===== config.mk =====
export PLATFORM = sky130hd
export DESIGN_NAME = idli_sqi_mem_m
export DESIGN_NICKNAME = d
export VERILOG_FILES = /design/src/rtl/idli_sqi_mem_m.sv
export SDC_FILE = /design/constraint.sdc
export NUM_CORES = 2
export LEC_CHECK = 0
export CORE_MARGIN = 2
export CORE_UTILIZATION = 63
export DETAILED_ROUTE_END_ITERATION = 7
export GPL_ROUTABILITY_DRIVEN = 1
export PLACE_DENSITY = 0.78
export SYNTH_ARGS = -nofsm -noshare
export SYNTH_HDL_FRONTEND = slang
export SYNTH_SLANG_ARGS = --single-unit
export TNS_END_PERCENT = 20

===== constraint.sdc =====
create_clock -name i_sqi_gck -period 5.73 [get_ports i_sqi_gck]
set_clock_uncertainty 0.15 [all_clocks]
set_input_delay 0.8595 -clock i_sqi_gck [delete_from_list [all_inputs] [get_ports i_sqi_gck]]
set_output_delay 0.8595 -clock i_sqi_gck [all_outputs]
set_load 0.02 [all_outputs]

===== src/rtl/idli_sqi_mem_m.sv =====
// idli_sqi_mem_m: SQI quad-mode serial SRAM responder (READ 0x03 / WRITE 0x02, auto-increment).
// Define IDLI_SQI_MEM_PAGE_EN to make auto-increment wrap within a 32-byte page.
module idli_sqi_mem_m #(
   parameter int MEM_BYTES = 256,
   parameter int ADDR_W    = 16
) (
   input  logic       i_sqi_gck,
   input  logic       i_sqi_rst,
   input  logic       i_sqi_sck,
   input  logic       i_sqi_cs,
   input  logic [3:0] i_sqi_sio,
   output logic [3:0] o_sqi_sio,
   output logic       o_sqi_sio_oe
);
   localparam int IDX_W = (MEM_BYTES > 1) ? $clog2(MEM_BYTES) : 1;
   localparam logic [1:0] ADDR_LAST = 2'(ADDR_W / 4 - 1);
   typedef enum logic [2:0] {IDLE, INSTR, ADDR, DUMMY, RD_DATA, WR_DATA, IGNORE} state_t;
   state_t state_q, state_d;
   logic sck_prev_q, rise, fall, rd_q, rd_d, oe_d, wr_en;
   logic [1:0] cnt_q, cnt_d;
   logic [3:0] hi_q, hi_d, sio_d;
   logic [IDX_W-1:0] addr_q, addr_d, addr_inc;
   logic [7:0] mem [MEM_BYTES];
   assign rise = i_sqi_sck & ~sck_prev_q;
   assign fall = ~i_sqi_sck & sck_prev_q;
`ifdef IDLI_SQI_MEM_PAGE_EN
   assign addr_inc = (addr_q & ~IDX_W'(31)) | ((addr_q + IDX_W'(1)) & IDX_W'(31));
`else
   assign addr_inc = addr_q + IDX_W'(1);
`endif
   always_ff @(posedge i_sqi_gck) begin
      sck_prev_q <= i_sqi_rst ? 1'b0 : i_sqi_sck;
      if (i_sqi_rst) begin
         state_q      <= IDLE;
         cnt_q        <= '0;
         hi_q         <= '0;
         rd_q         <= 1'b0;
         addr_q       <= '0;
         o_sqi_sio    <= '0;
         o_sqi_sio_oe <= 1'b0;
      end else begin
         state_q      <= state_d;
         cnt_q        <= cnt_d;
         hi_q         <= hi_d;
         rd_q         <= rd_d;
         addr_q       <= addr_d;
         o_sqi_sio    <= sio_d;
         o_sqi_sio_oe <= oe_d;
      end
   end
   always_ff @(posedge i_sqi_gck)
      if (wr_en) mem[addr_q] <= {hi_q, i_sqi_sio};
   always_comb begin
      state_d = state_q;
      if (i_sqi_cs) state_d = IDLE;
      else if (rise)
         case (state_q)
            IDLE:    state_d = INSTR;
            INSTR:   state_d = ({hi_q, i_sqi_sio[3:1]} == 7'h01) ? ADDR : IGNORE;
            ADDR:    state_d = (cnt_q == ADDR_LAST) ? (rd_q ? DUMMY : WR_DATA) : ADDR;
            DUMMY:   state_d = cnt_q[0] ? RD_DATA : DUMMY;
            default: state_d = state_q;
         endcase
   end
   // hi_q holds the instruction high nibble, then the pending write high nibble
   always_comb begin
      cnt_d  = cnt_q;
      hi_d   = hi_q;
      rd_d   = rd_q;
      addr_d = addr_q;
      sio_d  = o_sqi_sio;
      oe_d   = o_sqi_sio_oe;
      wr_en  = 1'b0;
      if (i_sqi_cs) begin
         cnt_d = '0;
         oe_d  = 1'b0;
      end else if (rise) begin
         case (state_q)
            IDLE:  hi_d = i_sqi_sio;
            INSTR: begin
               rd_d  = i_sqi_sio[0];
               cnt_d = '0;
            end
            ADDR: begin
               addr_d = IDX_W'({addr_q, i_sqi_sio});
               cnt_d  = cnt_q + 2'd1;
            end
            DUMMY:   cnt_d = {1'b0, ~cnt_q[0]};
            RD_DATA: begin
               cnt_d  = {1'b0, ~cnt_q[0]};
               addr_d = cnt_q[0] ? addr_inc : addr_q;
            end
            WR_DATA: begin
               cnt_d  = {1'b0, ~cnt_q[0]};
               hi_d   = cnt_q[0] ? hi_q : i_sqi_sio;
               addr_d = cnt_q[0] ? addr_inc : addr_q;
               wr_en  = cnt_q[0] & ~i_sqi_rst;
            end
            default: ;
         endcase
      end else if (fall && state_q == RD_DATA) begin
         sio_d = cnt_q[0] ? mem[addr_q][3:0] : mem[addr_q][7:4];
         oe_d  = 1'b1;
      end
   end
endmodule


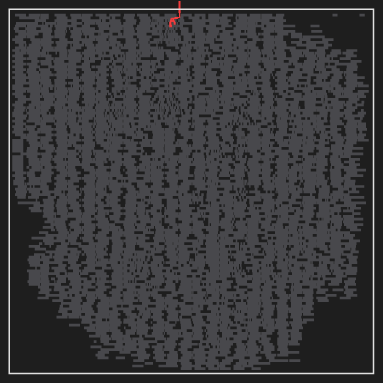
Fig. 1. Wires at chosen ports, followed through buffers.
Scale: 1 px per um.
| port | color | direction | edge | end cells | buffers | wire |
|---|---|---|---|---|---|---|
| i_sqi_cs | red | input | north | 4 | 1 | 33.4 um |
num ports: 13
count of buffers from port buffering: 12

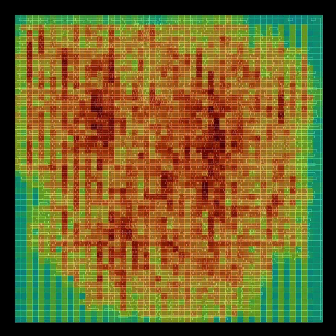
Fig. 2. Congestion heat map.
GRT Total Usage: 0.3368
utilization after layout: 0.7050
DR WL/cell: 36.77 um
met1 GRT Util: 0.4691
GR Layer Usage met3: 0.09892

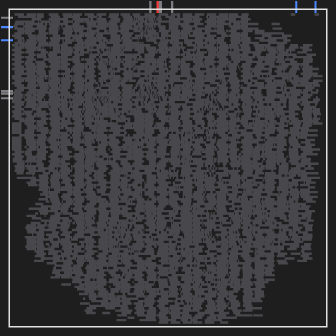
Fig. 3. I/O pins on the die edge.
Pins as bars across the die edge, other pins in gray.
| port | color | pins | direction | edge |
|---|---|---|---|---|
| i_sqi_sio | blue | 4 | input | 2 north, 2 west |
| i_sqi_cs | red | 1 | input | north |
all pins by edge: 7 north, 6 west
die x size: 362.8 um
height of the chip: 362.8 um

==> results.txt <==
Flow results are below.

- The class occupying the most area after layout is reported as registers.
- Entering global routing, the biggest net connects 155 pins.
- The run finished with clean final reports.
- Of all nets on the critical path, the largest fanout is 35.
- The total power is 0.03011 W, for reference.
- The design has roughly 2100 sequential cells.
- The number of flip-flops under the largest register name is between 2000 and 2500, for reference.
- The register with the most flip-flops in the final layout is mem.
- The sequential cell area fraction in the yosys report is 0.7661, for reference.
- The synthesized netlist occupies a cell area of between 80000 and 90000 sq um.
- The post-synthesis cell type count is between 60 and 70, for reference.
- Measured against its own limit, the worst slew margin works out to 0.1617.
- The combinational-cell power consumption is about 0.00032 W, for reference.
- The number of sinks on the clock net is 2080, for reference.
- The clock period minus final worst setup slack is approximately 4.4 ns, for reference.
- The largest share of the power goes to sequential cells.
- In this run the mean area of a mapped cell was around 21 sq um.
- The diode insertion count for antenna repair is 10, for reference.
- The number of well taps is 1662, for reference.
- The fmax is 227.4 MHz, for reference.
- Once layout is complete, the cells apart from fillers number 5916.
- The total of clock buffers placed in the layout is around 230, for reference.
- The count of pins over their slew limit is 0, for reference.
- After its last routability iteration, the placer logged a weighted congestion of roughly 0.95.
- The iteration-0 DRC count of the detailed router is ~7300, for reference.
- The fraction of layout cells with a size suffix above 1 is 0.2366, for reference.
- IR analysis of the VDD net gives a maximum drop of around 0.00055 V.
- Sorting the Yosys area breakdown by cell type puts at the top sky130_fd_sc_hd__edfxtp_1.
- The clock network fraction of design power is 0.434, for reference.
- The number of global-route vias before repair is 41680, for reference.
- The final clock period utilization by the worst path is 0.7674, for reference.
- According to the floorplan report, the placeable core area is 127700 sq um.
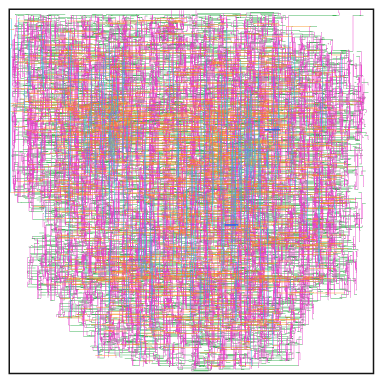
Fig. 4. Routed metal, one color a layer.
Scale: 1 px per um.
| layer | color | wire length |
|---|---|---|
| M3 | orange | 30.8 mm |
| M4 | cyan | 10700 um |
| M5 | blue | 25.8 um |
| M2 | magenta | 101 mm |
| M1 | green | 74.9 mm |
via count: 43040
total wirelength of the detailed-routed design: 217500 um

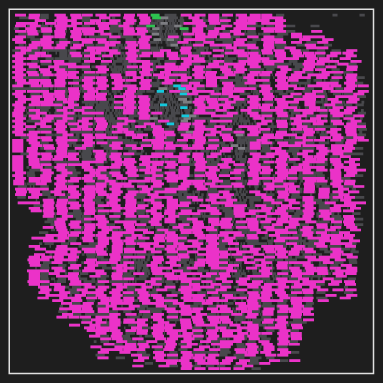
Fig. 5. Where the registers sit.
Scale: 1 px per um. Other sequential cells in the stronger gray, the rest of the logic in the fainter gray.
| netlist name | color | sequential cells | where |
|---|---|---|---|
| mem | magenta | 2048 | all over the die |
| addr_q | cyan | 8 | north |
| hi_q | green | 4 | north |
not colored: 20
sequential group power: 0.0167 W
sequential share of cell area: 0.6907
combined flip-flop and latch cell area: 62170 sq um

==> final timing paths <==
check,endpoint,start,depth (start not counted)
max,o_sqi_sio[0]$_SDFFE_PP0P_,register,6
max reg2reg,o_sqi_sio[0]$_SDFFE_PP0P_,register,6
min,o_sqi_sio_oe$_SDFFE_PP0P_,o_sqi_sio_oe$_SDFFE_PP0P_,2
min reg2reg,o_sqi_sio_oe$_SDFFE_PP0P_,o_sqi_sio_oe$_SDFFE_PP0P_,2
==> layer usage <==
metal	routed length [um]	track usage
met2	101100	0.5026
met5	25	0
met4	10730	0.1520
met3	30800	0.09892
met1	74910	0.4691
Power figures rest on the tool's default switching activity, not on a simulated workload.
